Run 1, supply network:
Pins as bars on the die edge. Tap cells in gray.
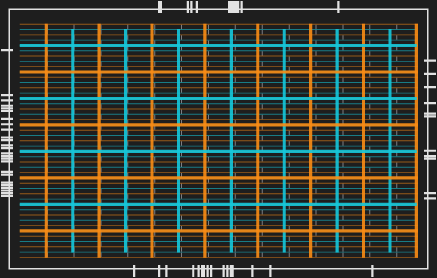
Run 1, cell classes on the final placement:
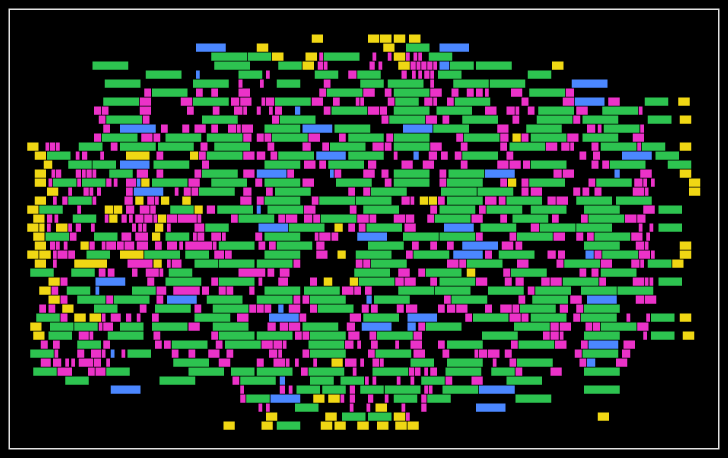
Run 1, clock wires, drivers and flops:
The bar under the picture is 50 µm long.
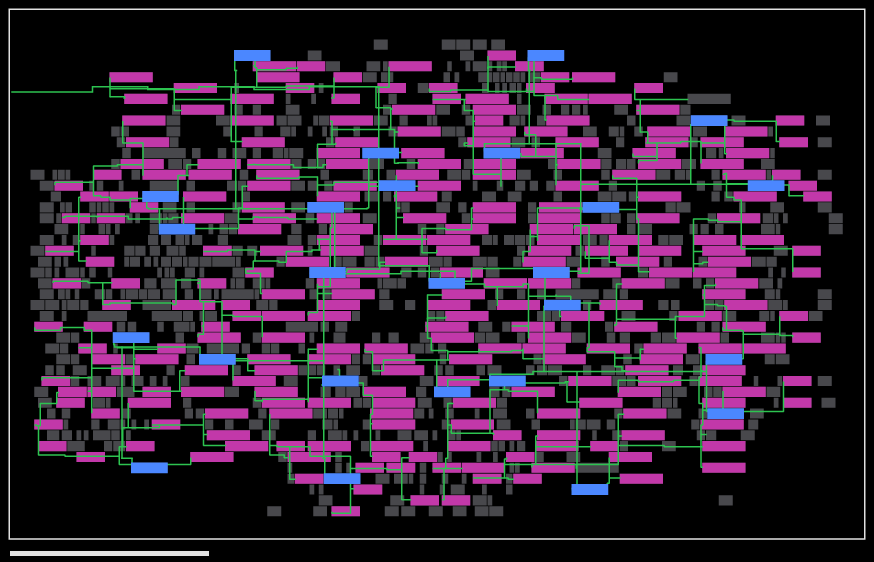
$ cat config.mk
export PLATFORM = sky130hd
export DESIGN_NAME = vga_palette_mux
export DESIGN_NICKNAME = d
export VERILOG_FILES = /design/src/rtl/vga_palette_mux.sv
export SDC_FILE = /design/constraint.sdc
export NUM_CORES = 1
export LEC_CHECK = 0
export ABC_CLOCK_PERIOD_IN_PS = 3610
export CAP_MARGIN = 20
export CORE_ASPECT_RATIO = 0.6
export CORE_MARGIN = 5
export CORE_UTILIZATION = 45
export CTS_CLUSTER_SIZE = 20
export DETAILED_ROUTE_END_ITERATION = 7
export PLACE_DENSITY = 0.7
export SETUP_SLACK_MARGIN = 0.15
export SLEW_MARGIN = 20
export SYNTH_ARGS = -nofsm -noshare
export SYNTH_HDL_FRONTEND = slang
export SYNTH_SLANG_ARGS = --single-unit
$ cat constraint.sdc
create_clock -name clk_i -period 3.61 [get_ports clk_i]
set_input_delay 0.722 -clock clk_i [delete_from_list [all_inputs] [get_ports clk_i]]
set_output_delay 0.722 -clock clk_i [all_outputs]
set_load 0.01 [all_outputs]
$ cat src/rtl/vga_palette_mux.sv
// Registered palette lookup for the VGA pixel path: 2-cycle colour pipeline with matched syncs,
// a valid/ready palette write port that can defer commits to blanking, and per-entry blinking.
module vga_palette_mux #(
  parameter int unsigned SELECT_SIZE  = 3,
  parameter int unsigned OUT_RGB_SIZE = 8,
  parameter bit          DEFER_WRITES = 1'b1,
  parameter int unsigned BLINK_FRAMES = 30
) (
  input  logic                      clk_i,
  input  logic                      rst_i,
  input  logic [SELECT_SIZE-1:0]    select_i,
  input  logic                      inActiveArea_i,
  input  logic                      hsync_i,
  input  logic                      vsync_i,
  input  logic                      pal_wr_valid_i,
  output logic                      pal_wr_ready_o,
  input  logic [SELECT_SIZE-1:0]    pal_wr_addr_i,
  input  logic [3*OUT_RGB_SIZE-1:0] pal_wr_data_i,
  input  logic                      pal_wr_blink_i,
  output logic [OUT_RGB_SIZE-1:0]   red_o,
  output logic [OUT_RGB_SIZE-1:0]   green_o,
  output logic [OUT_RGB_SIZE-1:0]   blue_o,
  output logic                      hsync_o,
  output logic                      vsync_o,
  output logic                      active_o
);

  localparam int unsigned Depth = 2 ** SELECT_SIZE;
  localparam int unsigned DataW = 3 * OUT_RGB_SIZE;
  localparam int unsigned CntW  = $clog2(BLINK_FRAMES + 1);
  localparam logic [CntW-1:0] CntLast = CntW'(BLINK_FRAMES - 1);

  // Low three index bits select which channels are saturated (0 black, 7 white, 4 red, ...).
  function automatic logic [DataW-1:0] default_colour(input int unsigned idx);
    logic [2:0] b;
    b = idx[2:0];
    return {{OUT_RGB_SIZE{b[2]}}, {OUT_RGB_SIZE{b[1]}}, {OUT_RGB_SIZE{b[0]}}};
  endfunction

  logic [DataW-1:0]       palette_q [Depth];
  logic [Depth-1:0]       blink_q;

  logic                   hold_full_q;
  logic [SELECT_SIZE-1:0] hold_addr_q;
  logic [DataW-1:0]       hold_data_q;
  logic                   hold_blink_q;
  logic                   accept;
  logic                   commit;

  logic [SELECT_SIZE-1:0] sel_q;
  logic                   act_q;
  logic                   hs_q;
  logic                   vs_q;

  logic [CntW-1:0]        frame_cnt_q;
  logic                   phase_q;
  logic                   vs_rise;

  logic [DataW-1:0]       pix_d;
  logic [DataW-1:0]       pix_q;
  logic                   hs_out_q;
  logic                   vs_out_q;
  logic                   act_out_q;

  assign pal_wr_ready_o = !hold_full_q;
  assign accept         = pal_wr_valid_i && !hold_full_q;
  assign commit         = hold_full_q && (!DEFER_WRITES || !inActiveArea_i);

  always_ff @(posedge clk_i) begin
    if (rst_i) begin
      hold_full_q  <= 1'b0;
      hold_addr_q  <= '0;
      hold_data_q  <= '0;
      hold_blink_q <= 1'b0;
    end else if (accept) begin
      hold_full_q  <= 1'b1;
      hold_addr_q  <= pal_wr_addr_i;
      hold_data_q  <= pal_wr_data_i;
      hold_blink_q <= pal_wr_blink_i;
    end else if (commit) begin
      hold_full_q  <= 1'b0;
    end
  end

  always_ff @(posedge clk_i) begin
    if (rst_i) begin
      for (int unsigned i = 0; i < Depth; i++) begin
        palette_q[i] <= default_colour(i);
      end
      blink_q <= '0;
    end else if (commit) begin
      palette_q[hold_addr_q] <= hold_data_q;
      blink_q[hold_addr_q]   <= hold_blink_q;
    end
  end

  // vs_q holds the previous vsync_i sample, so it doubles as the edge detector.
  assign vs_rise = vsync_i && !vs_q;

  always_ff @(posedge clk_i) begin
    if (rst_i) begin
      frame_cnt_q <= '0;
      phase_q     <= 1'b0;
    end else if (vs_rise) begin
      if (frame_cnt_q == CntLast) begin
        frame_cnt_q <= '0;
        phase_q     <= !phase_q;
      end else begin
        frame_cnt_q <= frame_cnt_q + 1'b1;
      end
    end
  end

  always_ff @(posedge clk_i) begin
    if (rst_i) begin
      sel_q <= '0;
      act_q <= 1'b0;
      hs_q  <= 1'b0;
      vs_q  <= 1'b0;
    end else begin
      sel_q <= select_i;
      act_q <= inActiveArea_i;
      hs_q  <= hsync_i;
      vs_q  <= vsync_i;
    end
  end

  // A commit in this cycle lands after the lookup, so a same-entry read sees the old colour.
  always_comb begin
    pix_d = palette_q[sel_q];
    if (!act_q || (blink_q[sel_q] && phase_q)) begin
      pix_d = '0;
    end
  end

  always_ff @(posedge clk_i) begin
    if (rst_i) begin
      pix_q     <= '0;
      hs_out_q  <= 1'b0;
      vs_out_q  <= 1'b0;
      act_out_q <= 1'b0;
    end else begin
      pix_q     <= pix_d;
      hs_out_q  <= hs_q;
      vs_out_q  <= vs_q;
      act_out_q <= act_q;
    end
  end

  assign red_o    = pix_q[DataW-1 -: OUT_RGB_SIZE];
  assign green_o  = pix_q[2*OUT_RGB_SIZE-1 -: OUT_RGB_SIZE];
  assign blue_o   = pix_q[OUT_RGB_SIZE-1:0];
  assign hsync_o  = hs_out_q;
  assign vsync_o  = vs_out_q;
  assign active_o = act_out_q;

endmodule

==> impl_metrics.env, run 1 <==
# yosys + openroad results
export IMPL_status="complete, no violations"
export IMPL_seqPwrFrac_pct=52.5
export IMPL_cellInternalPower_mw=5.11
export IMPL_combPwrFrac_pct=6.5
export IMPL_critPathRequiredTime_ns=3.87
export IMPL_crit_family="buffers and inverters"
export IMPL_grt_pass1_vias=6944
export IMPL_startpoint="inActiveArea_i"
export IMPL_n_fill_cell=2043
export IMPL_synth_async_reset_ratio_pct=0
export IMPL_swShare_pct=22.1
export IMPL_critPathArrivalTime_ns=2.71
export IMPL_pwr_density_cell_nw_per_um2=501
export IMPL_rsz0062_at_grt="no"
export IMPL_hp_start="hs_q"
export IMPL_worstPathCellList="clkdlybuf4s50_1 -> nand2b_1 -> or3b_1 -> buf_4 -> nor3_4 -> buf_4 -> nand2b_1"
export IMPL_drt_initial_drc_count=603
export IMPL_fin_crit_sh_pct=67.8
export IMPL_firstDrtPassIters=5
export IMPL_mostFrequentLayoutCells="edfxtp_1, and2_1, mux2i_1"
export IMPL_ys_seq_share_pct=64.8
export IMPL_slowest_delay_ns=0.47
export IMPL_timing_fmax_ghz=0.409
export IMPL_layout_top_cell="edfxtp_1"
export IMPL_tightestPinTransition_ns=1.03
export IMPL_ir_worst_vdd_mv=0.263
export IMPL_syn_avg_cell_area_um2=12.7
export IMPL_dieArea_um2=28400
export IMPL_cts_repair_resized=0
export IMPL_place_congestion=0.781
export IMPL_r2r_start="hold_addr_q[1]"
export IMPL_die_w_um=214
export IMPL_critPathBufInv=3
export IMPL_htreeDepth=1
Back to the opening pictures, 'supply network':
[VSS] orange
[VDD] cyan
tap cells: 322
met1 rails: 45
met5 straps: 8
Core ar.: 24400 µm²
Die H: 132 µm

Back to the opening pictures, 'cell classes on the final placement':
[other buffers and delay cells] yellow | cells: 91 | share of their area: 7.0%
[clock drivers and dummy loads] blue | cells: 45 | share of their area: 6.5%
[flip-flops] green | cells: 268 | share of their area: 57%
[all other logic] magenta | cells: 557 | share of their area: 29%
flop share of the area: 55.7%
Final Util: 53.7%
FP Rows: 44
Final Instance Area: 13100 µm²

Back to the opening pictures, 'clock wires, drivers and flops':
[cells driving clock nets] blue | count: 25
[clock wires] green | length: 3020 µm
[flip-flops] magenta | count: 268
flops lie: widely spread
routed clock nets: 26
clock power share: 41.0%
Final Skew: 0.0150 ns
Clk power: 2.69 mW
clock latency on the worst-skew pair: 0.52 ns

==> run 1: logic make-up (layout without fill, tap and decap cells) <==
group | Yosys count | in the layout | synth area share [%]
xor+xnor | 5 | 5 | 0.390
flops | 268 | 268 | 64.8
simple gates | 346 | 346 | 16.8
fa+ha+maj | 2 | 2 | 0.223
mux | 96 | 96 | 8.89
compound gates | 96 | 96 | 5.93
buf+inv | 75 | 148 | 2.93
==> run 1: area by class of cell <==
cell class	count	area [µm²]	share of cell area, %
clock inverters	15	185	1.41
well taps	322	403	3.08
clock buffers	30	644	4.92
multi-input cells	545	3640	27.8
flip-flops and latches	268	7290	55.7
repair buffers	91	883	6.75
inverters	12	45.0	0.344
==> run 1: power by group through the flow <==
stage | Sequential [mW] | Clock [mW] | Combinational, mW
floorplan | 3.48 | 0 | 0.250
global placement | 3.51 | 0 | 0.416
global route | 3.45 | 2.88 | 0.467
finish | 3.44 | 2.69 | 0.427
detailed placement | 3.51 | 0 | 0.429
CTS | 3.44 | 2.74 | 0.430
==> run 1: Yosys cell counts, types with 2 or more instances <==
| cell | number |
|---|---|
| nor2_2 | 3 |
| mux2i_1 | 92 |
| or3_1 | 88 |
| o32ai_1 | 6 |
| clkbuf_2 | 3 |
| edfxtp_1 | 192 |
| buf_2 | 23 |
| clkbuf_1 | 30 |
| a21oi_1 | 32 |
| buf_4 | 4 |
| nand2b_1 | 11 |
| nand2_1 | 85 |
| xor2_1 | 3 |
| dfxtp_1 | 76 |
| a31o_2 | 2 |
| xnor2_1 | 2 |
| a22oi_1 | 46 |
| and2_1 | 98 |
| inv_1 | 12 |
| a22o_1 | 2 |
| nor2b_1 | 16 |
| nand4_1 | 2 |
| a21o_1 | 4 |
| nor2_1 | 35 |
| mux4_2 | 3 |
| ha_1 | 2 |
| buf_1 | 3 |
==> run 1: metrics by stage <==
| step | hold WS [ns] | cells | setup slack, ns | instance area, µm² | power [mW] |
|---|---|---|---|---|---|
| 2_1_floorplan | 0.414 | 888 | 1.48 | 11200 | 3.73 |
| 3_3_place_gp | 0.416 | 1237 | 0.734 | 12200 | 3.92 |
| 3_5_place_dp | 0.442 | 1238 | 0.657 | 12300 | 3.94 |
| 4_1_cts | 0.453 | 1283 | 1.19 | 13100 | 6.61 |
| 5_1_grt | 0.467 | 1283 | 1.05 | 13100 | 6.80 |
| 6_report | 0.449 | 1283 | 1.16 | 13100 | 6.56 |
==> run 1: final timing paths <==
kind,cells past startpoint,end
max,7,palette_q[1][7]
min,1,hsync_o
max reg2reg,3,palette_q[6][8]
min reg2reg,1,hsync_o
==> run 1: state kept, by name, summed over array words and instances (netlist names), 3 cells and up <==
name	flops
blink_q	8
frame_cnt_q	5
hold_addr_q	3
hold_data_q	24
palette_q	192
pix_q	24
sel_q	3
==> run 1: routing by layer <==
layer | wire length [µm] | global-route usage, % | vias to the layer above
met4 | 459 | 3.58 | 0
met3 | 1860 | 3.70 | 36
met2 | 10800 | 26.0 | 241
met5 | 0 | 0 | -
met1 | 12900 | 28.8 | 3386
li1 | - | - | 3303
Run 1, wiring by layer:
The bar under the picture is 50 µm long.
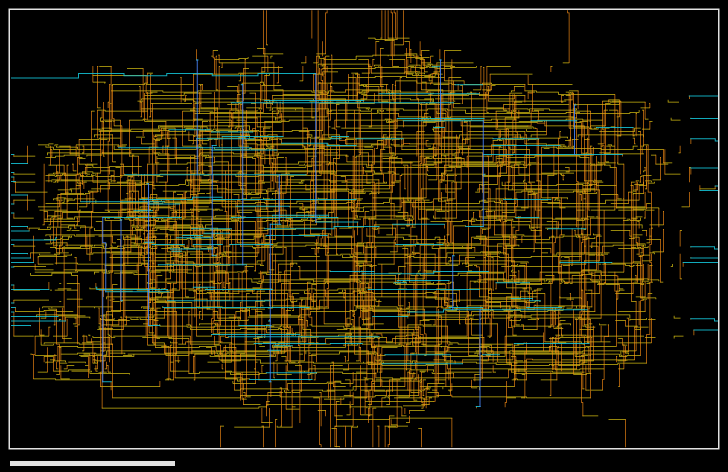

==> run 2: changes to the inputs <==
--- a/config.mk
+++ b/config.mk
@@ -5,14 +5,14 @@
 export SDC_FILE = /design/constraint.sdc
 export NUM_CORES = 1
 export LEC_CHECK = 0
-export ABC_CLOCK_PERIOD_IN_PS = 3610
+export ABC_CLOCK_PERIOD_IN_PS = 2100
 export CAP_MARGIN = 20
 export CORE_ASPECT_RATIO = 0.6
 export CORE_MARGIN = 5
 export CORE_UTILIZATION = 45
 export CTS_CLUSTER_SIZE = 20
 export DETAILED_ROUTE_END_ITERATION = 7
-export PLACE_DENSITY = 0.7
+export PLACE_DENSITY = 0.72
 export SETUP_SLACK_MARGIN = 0.15
 export SLEW_MARGIN = 20
 export SYNTH_ARGS = -nofsm -noshare
==> constraint.sdc (replaced) <==
create_clock -name clk_i -period 2.1 [get_ports clk_i]
set_input_delay 0.42 -clock clk_i [delete_from_list [all_inputs] [get_ports clk_i]]
set_output_delay 0.42 -clock clk_i [all_outputs]
set_load 0.01 [all_outputs]
Run 2, wiring by layer:
The bar under the picture is 50 µm long.
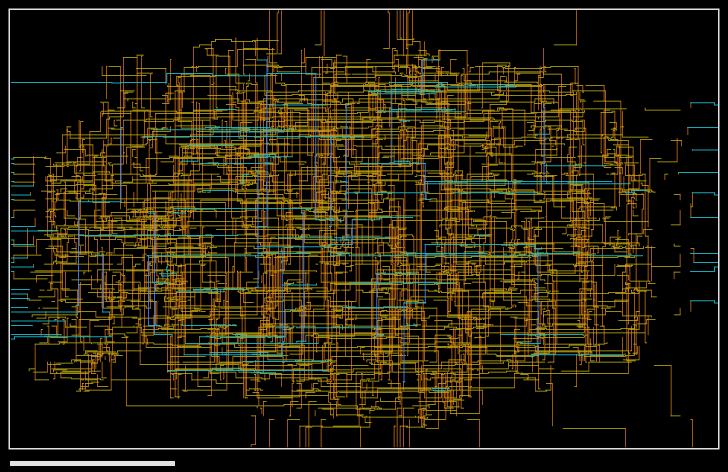
[met3] cyan | wire length: 1890 µm
[met1] yellow | wire length: 12700 µm
[met4] blue | wire length: 570 µm
[met2] orange | wire length: 11800 µm
GRT Overall Usage: 19.1%
Total Routed Length: 26900 µm
routed vias: 7160

Run 2, cell classes on the final placement:
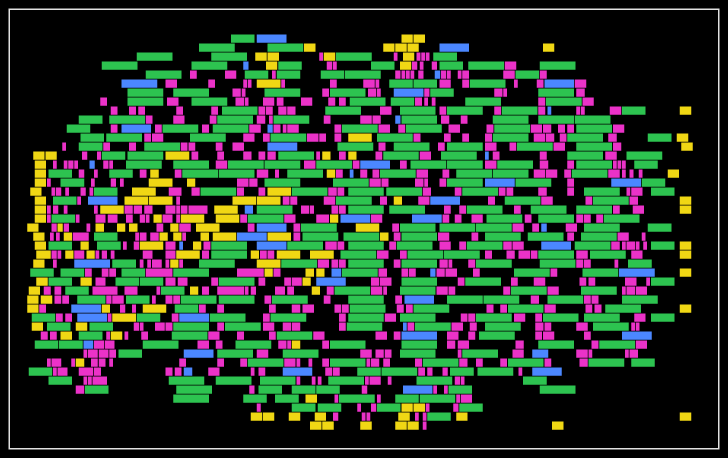
[all other logic] magenta | cells: 557 | share of their area: 28%
[other buffers and delay cells] yellow | cells: 121 | share of their area: 10%
[flip-flops] green | cells: 268 | share of their area: 55%
[clock drivers and dummy loads] blue | cells: 48 | share of their area: 6.8%
flop share of the area: 53.4%
Final Instance Area: 13700 µm²

Run 2, clock wires, drivers and flops:
The bar under the picture is 50 µm long.
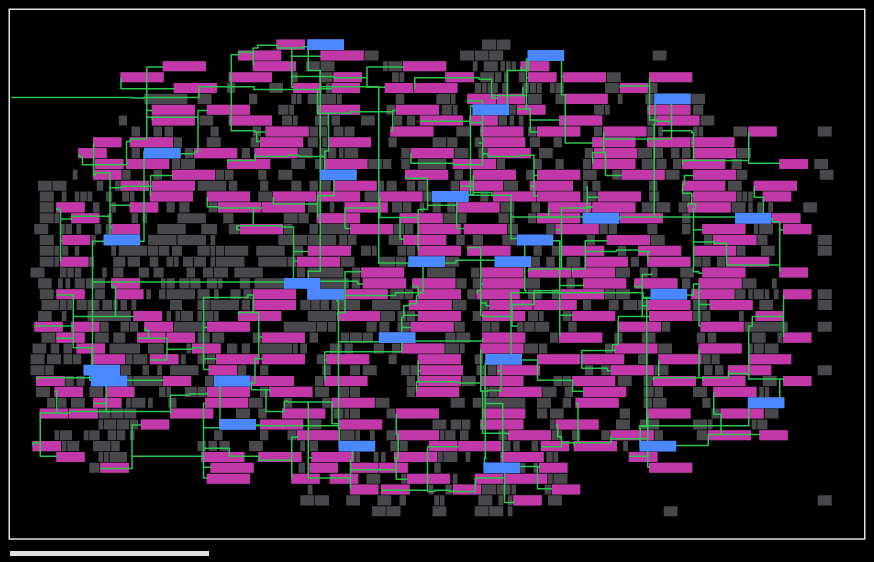
[flip-flops] magenta | count: 268
[cells driving clock nets] blue | count: 26
[clock wires] green | length: 3130 µm
routed clock nets: 27
Clk power: 4.89 mW
clock latency on the worst-skew pair: 0.53 ns
Final Skew: 0.0165 ns
clock power share: 42.1%

==> run 2 against run 1 <==
  * Via count grew 2.8%
  * Critical path depth shrank 1
  * Utilization grew 2.4 points
  * Power grew 77%
  * Sequential share of layout area shrank 2.4 points
  * Worst hold slack lost 0.23 ns
  * Register-to-register slack lost 1.1 ns
  * Global-route usage grew 0.89 points
  * Non-clock buffer count grew 30
  * First-iteration DRC count grew 12%
  * Cell area grew 4.4%
  * Critical endpoint is now palette_q[5][22]
==> impl_metrics.env, run 2 <==
# yosys + openroad results
export IMPL_worstPathCellList="clkdlybuf4s50_1 -> nand2b_4 -> or3b_1 -> buf_4 -> buf_12 -> or3_1"
export IMPL_cellInternalPower_mw=9.04
export IMPL_swShare_pct=22.2
export IMPL_crit_family="simple AND/OR/NAND/NOR gates"
export IMPL_firstDrtPassIters=4
export IMPL_dieArea_um2=28400
export IMPL_place_congestion=0.789
export IMPL_die_w_um=214
export IMPL_largest_register_ffs=192
export IMPL_fin_crit_sh_pct=88.0
export IMPL_die_h_um=132
export IMPL_rows=44
export IMPL_ir_worst_vdd_mv=0.794
export IMPL_yosysMostFrequentCell="edfxtp_1"
export IMPL_drt_initial_drc_count=676
export IMPL_core_um2=24400
export IMPL_rsz0062_at_grt="no"
export IMPL_slowest_delay_ns=0.45
export IMPL_status="complete, no violations"
export IMPL_seqPwrFrac_pct=50.9
export IMPL_synthTopCellsByCount="edfxtp_1, and2_1, mux2i_1, or3_1, nand2_1"
export IMPL_timing_fmax_ghz=0.541
export IMPL_dp_cells=1266
export IMPL_critPathArrivalTime_ns=2.11
[run 2: what timing repair did]
| item | CTS | global route |
|---|---|---|
| hold endpoints to repair | 0 | 0 |
| resized | 0 | 4 |
| setup buffers | 0 | 2 |
| endpoints found under the setup margin | 0 | 35 |
[run 2: layer usage]
| metal | GRT usage, % | up-vias | routed length [µm] |
|---|---|---|---|
| met5 | 0 | - | 0 |
| met4 | 4.33 | 0 | 569 |
| met3 | 3.84 | 50 | 1890 |
| met2 | 29.1 | 232 | 11800 |
| met1 | 28.4 | 3504 | 12700 |
| li1 | - | 3374 | - |
[run 2: worst reg2reg max path: cells and delay by family (launching register included)]
family,cells,cell delay (ns)
and+or+nand+nor,3,0.79
DFF,1,0.43
buffers and inverters,2,0.37
[run 2: power by group through the flow]
stage,combinational (mW),sequential [mW],clock [mW]
4_1_cts,0.819,5.91,4.96
6_report,0.822,5.91,4.89
3_3_place_gp,0.800,6.02,0
2_1_floorplan,0.430,5.99,0
3_5_place_dp,0.816,6.03,0
5_1_grt,0.890,5.93,5.19
[run 2: cell families after synthesis]
logic type,share of synthesized area (%)
xor gates and xnor gates,0.390
adders and majority gates,0.223
muxes,8.89
AOI/OAI and AO/OA,5.93
buffers and inverters,2.93
and+or+nand+nor,16.8
DFF,64.8
[run 2: per-stage QoR]
step	setup WS, ns	power, mW
detailed placement	-0.329	6.84
floorplan	0.271	6.42
CTS	0.177	11.7
global placement	-0.261	6.82
finish	0.252	11.6
global route	0.163	12.0
[run 2: worst paths after layout]
path | cells past startpoint | end | start | slack [ns]
setup / recovery | 6 | palette_q[5][22] | inActiveArea_i | 0.25
hold / removal | 2 | active_o | rst_i | 0.22
setup reg to reg | 5 | palette_q[5][22] | hold_full_q | 0.25
hold reg to reg | 1 | hsync_o | hs_q | 0.45
[run 2: area by class of cell]
type	instances	area, µm²
Tap cell	322	403
Inverter	12	45.0
Sequential cell	268	7290
Clock buffer	32	704
Timing Repair Buffer	121	1380
Clock inverter	16	191
Fill cell	1973	10700
Multi-Input combinational cell	545	3650
Power figures rest on the tool's default switching activity, not on a simulated workload.
